Figure 1. PDN straps and rails (run 1).
Bar = 20 um. Pins as bars on the die edge.
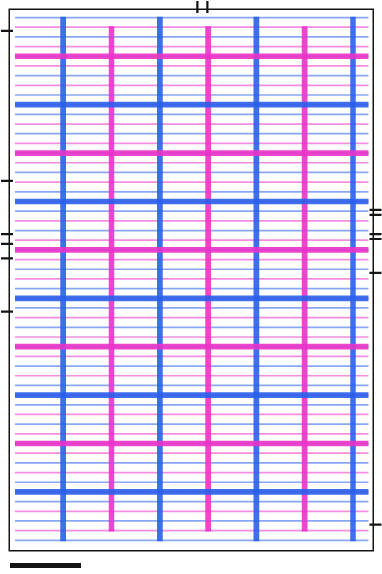
Figure 2. Cells colored by class (run 1).
Bar = 20 um.
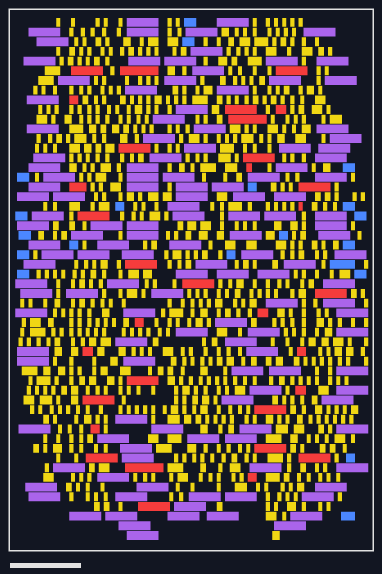
Figure 3. Clock wires, drivers and flops (run 1).
Bar = 20 um.
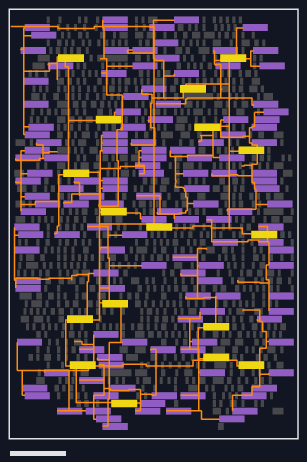
Design calc_ctrl, sky130hd; sources not shown.
==> qor.yml, run 1 <==
global_route:
  grt_pass1_vias: 7886
  grt_pass1_wl_um: 40030
  grt_busiest_layer: "met2"
  grt_use_met3_pct: 7.661
  antenna_found_initial: 0
  grt_util_met1_pct: 34.08
  track_usage_pct: 34.92
  grt_max_degree: 58
  use_met2_pct: 64.16
  overflow: 0
final_layout:
  finalNonFillerCells: 1244
  seq_cells: 138
  final_core_util_pct: 58.17
  logic_gates: 731
  largest_class: "multi-input combinational cells"
  num-nonclk-inverters: 127
  drive_gt1_share_pct: 8.397
  sh_seq_area_pct: 40.68
  final.fill_count: 1870
  syn_to_final_growth_pct: 13.61
  clkCellAreaFrac_pct: 7.192
  sh_comb_area_pct: 41.31
  final_nets: 1052
  seqCellArea_um2: 3453
  nonClkBufAreaFrac_pct: 2.314
  buffers: 20
  nClkBuffers: 19
  largest_reg_flops: 100
  final_common_cell: "nand2_1"
  logic_area_um2: 3507
  lay_top_cells: "249 x nand2_1, 237 x nor2_1, 138 x dfrtp_1"
  antenna_cells: 0
timing:
  timing.fmax_ghz: 0.4039
  fin_crit_sh_pct: 95.22
  final_hold_viol_count: 0
  setup-violations-final: 0
  slew_violations: 0
  period_minus_slack_ns: 2.476
  tns_ns: 0
  worstMarginPinSlew_ns: 0.5547
  rsz0062_at_grt: "no"
  hold_ws_ns: 0.1791
  relSlewSlack_pct: 63.02
  setup_slack_ns: 0.1242
clocking:
  postCtsResizedCells: 0
  ctsHoldBuffers: 0
  cts_root_buf: "clkbuf_16"
  cts_buffers: 17
  clk_path_buf_depth: 2
  path_clk_slew_ns: 0.06
  cts.sinks: 138
  h-tree-depth: 4
  cts_setup_buffers: 0
power:
  leakagePower_uw: 0.003736
  p_sw_share_pct: 34.60
  p_per_area_nw_per_um2: 774.5
  seq_cell_power_uw: 2630
  maxPowerGroup: "sequential cells"
  seq_power_share_pct: 40.0
  pg_comb_uw: 1390
  totalPowerFinal_uw: 6575
  p_comb_share_pct: 21.1
  internal_power_uw: 4300
  netSwitchingPower_uw: 2275
detailed_routing:
  met3_length_um: 876
  first_pass_iters: 4
  vias_per_cell: 5.599
  drtIter0Drc: 301
  drc_errors: 0
  wl_met2_um: 13700
  highest_layer: "met4"
  met1Wirelength_um: 8719
  drt-total-wl_um: 24820
  routed-via-count: 6965
  ant_nets: 0
  routedWlPerCell_um: 19.95
yosys:
  syn-instance-count: 1005
  ys_types: 29
  top_logic_kind: "simple AND/OR/NAND/NOR gates"
  synth_area_um2: 7472
  ys.flops: 138
  ys_sh_mux_pct: 0
  yosysChipArea_um2: 7472
  yosys_warnings: 0
  yosys.area_share.aoi_pct: 2.210
  syn_avg_cell_area_um2: 7.435
  ys_cells: 1005
  simple_gate_area_share_pct: 37.73
  yosys.stat.seqShare_pct: 46.22
  ys_sh_xor_pct: 5.275
  ys_sh_adder_pct: 1.674
status:
  status: "completed"
placement:
  dp.cells: 1212
  globalplace.congestion: 0.8954
  port-buffer-count: 13
  place_ws_ns: 0.5724
  hpwl_um: 15790
  place_area_um2: 7879
setup_path:
  max_stage_delay_ns: 0.80
  path_max_fanout: 5
  cp-end-kind: "primary output"
  reg2reg_depth: 9
  critPathBufInv: 2
  cp.depth: 3
  reg2reg_setup_slack_ns: 0.86
  critPathRequiredTime_ns: 1.95
  startpoint_type: "flip-flop"
  arrival_ns: 1.83
  crit_slowest_cell: "clkdlybuf4s50_1"
  path_delay_family: "buffers and inverters"
die:
  num_tap_cells: 196
  initCoreUtil_pct: 51.20
  die_area_um2: 15450
  io_pins: 14
run:
  maxCapViolCount: 0
  tool_warnings: 30
hold_path:
  hp-class: "in2async"
-- Figure 1 (at the start) --
VDD: in magenta. VSS: in blue.
7 straps on met4. The core has 54 rows. 10 straps on met5. 55 met1 rails follow the rows. 14 signal pins sit on the boundary.
Die Span X: 101.8 um
Die Ht: 151.7 um
core area: 14590 um^2
VDD IR max: 474.5 uV

-- Figure 2 (at the start) --
combinational and other logic: in yellow, cells 858, share of their area 48%. other buffers and delay cells: in blue, cells 20, share of their area 2.4%. flops: in purple, cells 138, share of their area 42%. clock drivers and dummy loads: in red, cells 32, share of their area 7.4%.
Final Instance Area: 8489 um^2
Row Count: 54

-- Figure 3 (at the start) --
clock drivers: in yellow, count 17. flip-flops: in purple, count 138. clock wires: in orange, length 1980 um.
Position of the flops: widely spread. There are 18 routed clock nets.
clock network power: 2560 uW
Clk pwr share: 38.9%
Insertion Delay late pin: 0.44 ns
Setup Skew: 0.007258 ns

[run 1: cells in the mapped netlist]
cell,n,share of area [%]
nor2_4,8,1.2
nand2_4,1,0.15
a211oi_1,3,0.30
inv_1,119,6.0
buf_2,1,0.067
nand2_1,249,13
nand3b_1,1,0.10
inv_2,8,0.40
dfrtp_1,138,46
nand3_1,63,4.2
ha_1,10,1.7
nor3_1,13,0.87
o21ai_1,7,0.47
nand3_2,2,0.27
nor2_1,237,12
xnor2_1,10,1.2
nor3_2,7,0.94
nor2_2,11,0.92
nand4_1,32,2.7
o21ai_0,8,0.54
xor2_1,35,4.1
or2_2,1,0.084
clkbuf_1,8,0.40
and2_1,9,0.75
nand2_2,11,0.92
nor3b_1,2,0.20
o21bai_1,7,0.70
a21oi_1,3,0.20
conb_1,1,0.050
==> inputs of run 2 (changes only) <==
SKIP_CTS_REPAIR_TIMING = 1   (was unset)
Figure 4. Cells colored by class (run 2).
Bar = 20 um.
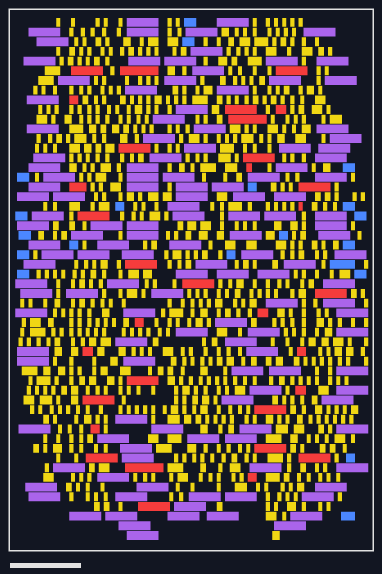
flops: in purple, cells 138, share of their area 42%. combinational and other logic: in yellow, cells 858, share of their area 48%. other buffers and delay cells: in blue, cells 20, share of their area 2.4%. clock drivers and dummy loads: in red, cells 32, share of their area 7.4%.
flop share of the area: 40.68%
post-layout util: 58.17%

Figure 5. Cell placement (run 2).
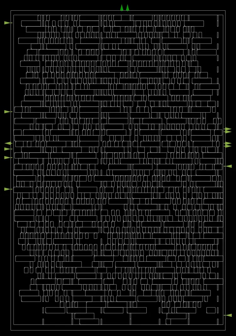
FILL cells: 1870
Tapcells: 196
Flops: 138

==> run 2 against run 1 <==
- first-iteration DRC count did not move
- via count did not move
- critical path depth did not move
- critical endpoint unchanged
==> qor.yml, run 2 <==
global_route:
  antenna_found_initial: 0  # unchanged
  track_usage_pct: 34.92  # unchanged
  grt_max_degree: 58  # unchanged
  overflow: 0  # unchanged
  grt_pass1_wl_um: 40030  # unchanged
  grt_pass1_vias: 7886  # unchanged
run:
  tool_warnings: 30  # unchanged
  maxCapViolCount: 0  # unchanged
yosys:
  synth.most_common_cell: "nand2_1"
  top_logic_kind: "simple AND/OR/NAND/NOR gates"
  syn-instance-count: 1005  # unchanged
  common_cells: "249 x nand2_1, 237 x nor2_1, 138 x dfrtp_1"
  syn_avg_cell_area_um2: 7.435  # unchanged
  ys_sh_xor_pct: 5.275  # unchanged
  yosysChipArea_um2: 7472  # unchanged
  simple_gate_area_share_pct: 37.73  # unchanged
  async_flop_share_pct: 100.0  # unchanged
  synth_area_um2: 7472  # unchanged
  ys_types: 29  # unchanged
  yosysTopAreaCell: "dfrtp_1"
  ys_sh_adder_pct: 1.674  # unchanged
  yosys.stat.seqShare_pct: 46.22  # unchanged
  flop_cell: "dfrtp_1"
  ys_cells: 1005  # unchanged
  ys_sh_mux_pct: 0  # unchanged
  yosys_warnings: 0  # unchanged
  edf_count: 0  # unchanged
  yosys.area_share.aoi_pct: 2.210  # unchanged
  ys.flops: 138  # unchanged
  top_cell_area_share_pct: 46.22  # unchanged
  topCellsByArea: "dfrtp_1 46%, nand2_1 13%, nor2_1 12%"
die:
  die_h_um: 151.7  # unchanged
  rows: 54  # unchanged
  core_area_um2: 14590  # unchanged
  initCoreUtil_pct: 51.20  # unchanged
  die_w_um: 101.8  # unchanged
  die_area_um2: 15450  # unchanged
  io_pins: 14  # unchanged
timing:
  final_hold_viol_count: 0  # unchanged
  period_minus_slack_ns: 2.476  # unchanged
  slew_violations: 0  # unchanged
  rsz0062_at_grt: "no"
  worstMarginPinSlew_ns: 0.5547  # unchanged
  fin_crit_sh_pct: 95.22  # unchanged
  timing.fmax_ghz: 0.4039  # unchanged
  hold_ws_ns: 0.1791  # unchanged
  setup-violations-final: 0  # unchanged
  tns_ns: 0  # unchanged
  clock_skew_ns: 0.007258  # unchanged
  setup_slack_ns: 0.1242  # unchanged
  relSlewSlack_pct: 63.02  # unchanged
placement:
  port-buffer-count: 13  # unchanged
  place_area_um2: 7879  # unchanged
  hpwl_um: 15790  # unchanged
  globalplace.congestion: 0.8954  # unchanged
  dp.cells: 1212  # unchanged
  place_ws_ns: 0.5724  # unchanged
setup_path:
  cp-end-kind: "primary output"
  path_cells: "inv_1 > nor2_1 > clkdlybuf4s50_1"
  arrival_ns: 1.83  # about the same
  critPathBufInv: 2  # unchanged
  crit_slowest_cell: "clkdlybuf4s50_1"
  cp.depth: 3  # unchanged
  path_max_fanout: 5  # unchanged
  path_delay_family: "buffers and inverters"
  critPathRequiredTime_ns: 1.95  # about the same
  reg2reg_setup_slack_ns: 0.86  # about the same
  crit_type: "reg2out"
  max_stage_delay_ns: 0.80  # about the same
  reg2reg_depth: 9  # unchanged
  startpoint_type: "flip-flop"
detailed_routing:
  drc_errors: 0  # unchanged
  drt-total-wl_um: 24820  # unchanged
  vias_per_cell: 5.599  # unchanged
  routedWlPerCell_um: 19.95  # unchanged
  drtIter0Drc: 301  # unchanged
  routed-via-count: 6965  # unchanged
  ant_nets: 0  # unchanged
  first_pass_iters: 4  # unchanged
final_layout:
  antenna_cells: 0  # unchanged
  seqCellArea_um2: 3453  # unchanged
  syn_to_final_growth_pct: 13.61  # unchanged
  finalNonFillerCells: 1244  # unchanged
  final_nets: 1052  # unchanged
  lay_top_cells: "249 x nand2_1, 237 x nor2_1, 138 x dfrtp_1"
  logic_area_um2: 3507  # unchanged
  drive_gt1_share_pct: 8.397  # unchanged
  final_common_cell: "nand2_1"
  fin_area_um2: 8489  # unchanged
  largest_reg_flops: 100  # unchanged
clocking:
  path_clk_slew_ns: 0.06  # about the same
  cts.sinks: 138  # unchanged
  cts_root_buf: "clkbuf_16"
  clk_path_buf_depth: 2  # unchanged
  cts_buffers: 17  # unchanged
  cts_tree: "yes"
  h-tree-depth: 4  # unchanged
  clock.latency.late_pin_ns: 0.44  # about the same
power:
  leakagePower_uw: 0.003736  # unchanged
  irDropWorstVdd_uv: 474.5  # unchanged
  totalPowerFinal_uw: 6575  # unchanged
  p_per_area_nw_per_um2: 774.5  # unchanged
hold_path:
  hp-class: "in2async"
status:
  status: "completed"
-- run 2: cell counts after synthesis --
No cell type changed its count.
-- run 2: report_power, final --
| part | switching (uW) | internal [uW] |
|---|---|---|
| sequential | 246 | 2380 |
| combinational | 1010 | 378 |
| clock | 1020 | 1540 |
| total | 2270 | 4300 |
-- run 2: routing by layer --
layer	vias to the layer above	share of wire (%)	GRT usage, %
met4	0	6.1	24.71
li1	3162	-	-
met2	211	55	64.16
met3	122	3.5	7.661
met5	-	0	0
met1	3470	35	34.08
-- run 2: cell type report --
type	instances	area share, %
flip-flops and latches	138	40.68
multi-input cells	731	41.31
inverters	127	5.615
well taps	196	2.889
clock buffers	19	5.217
repair buffers	20	2.314
clock inverters	13	1.975
Power figures rest on the tool's default switching activity, not on a simulated workload.
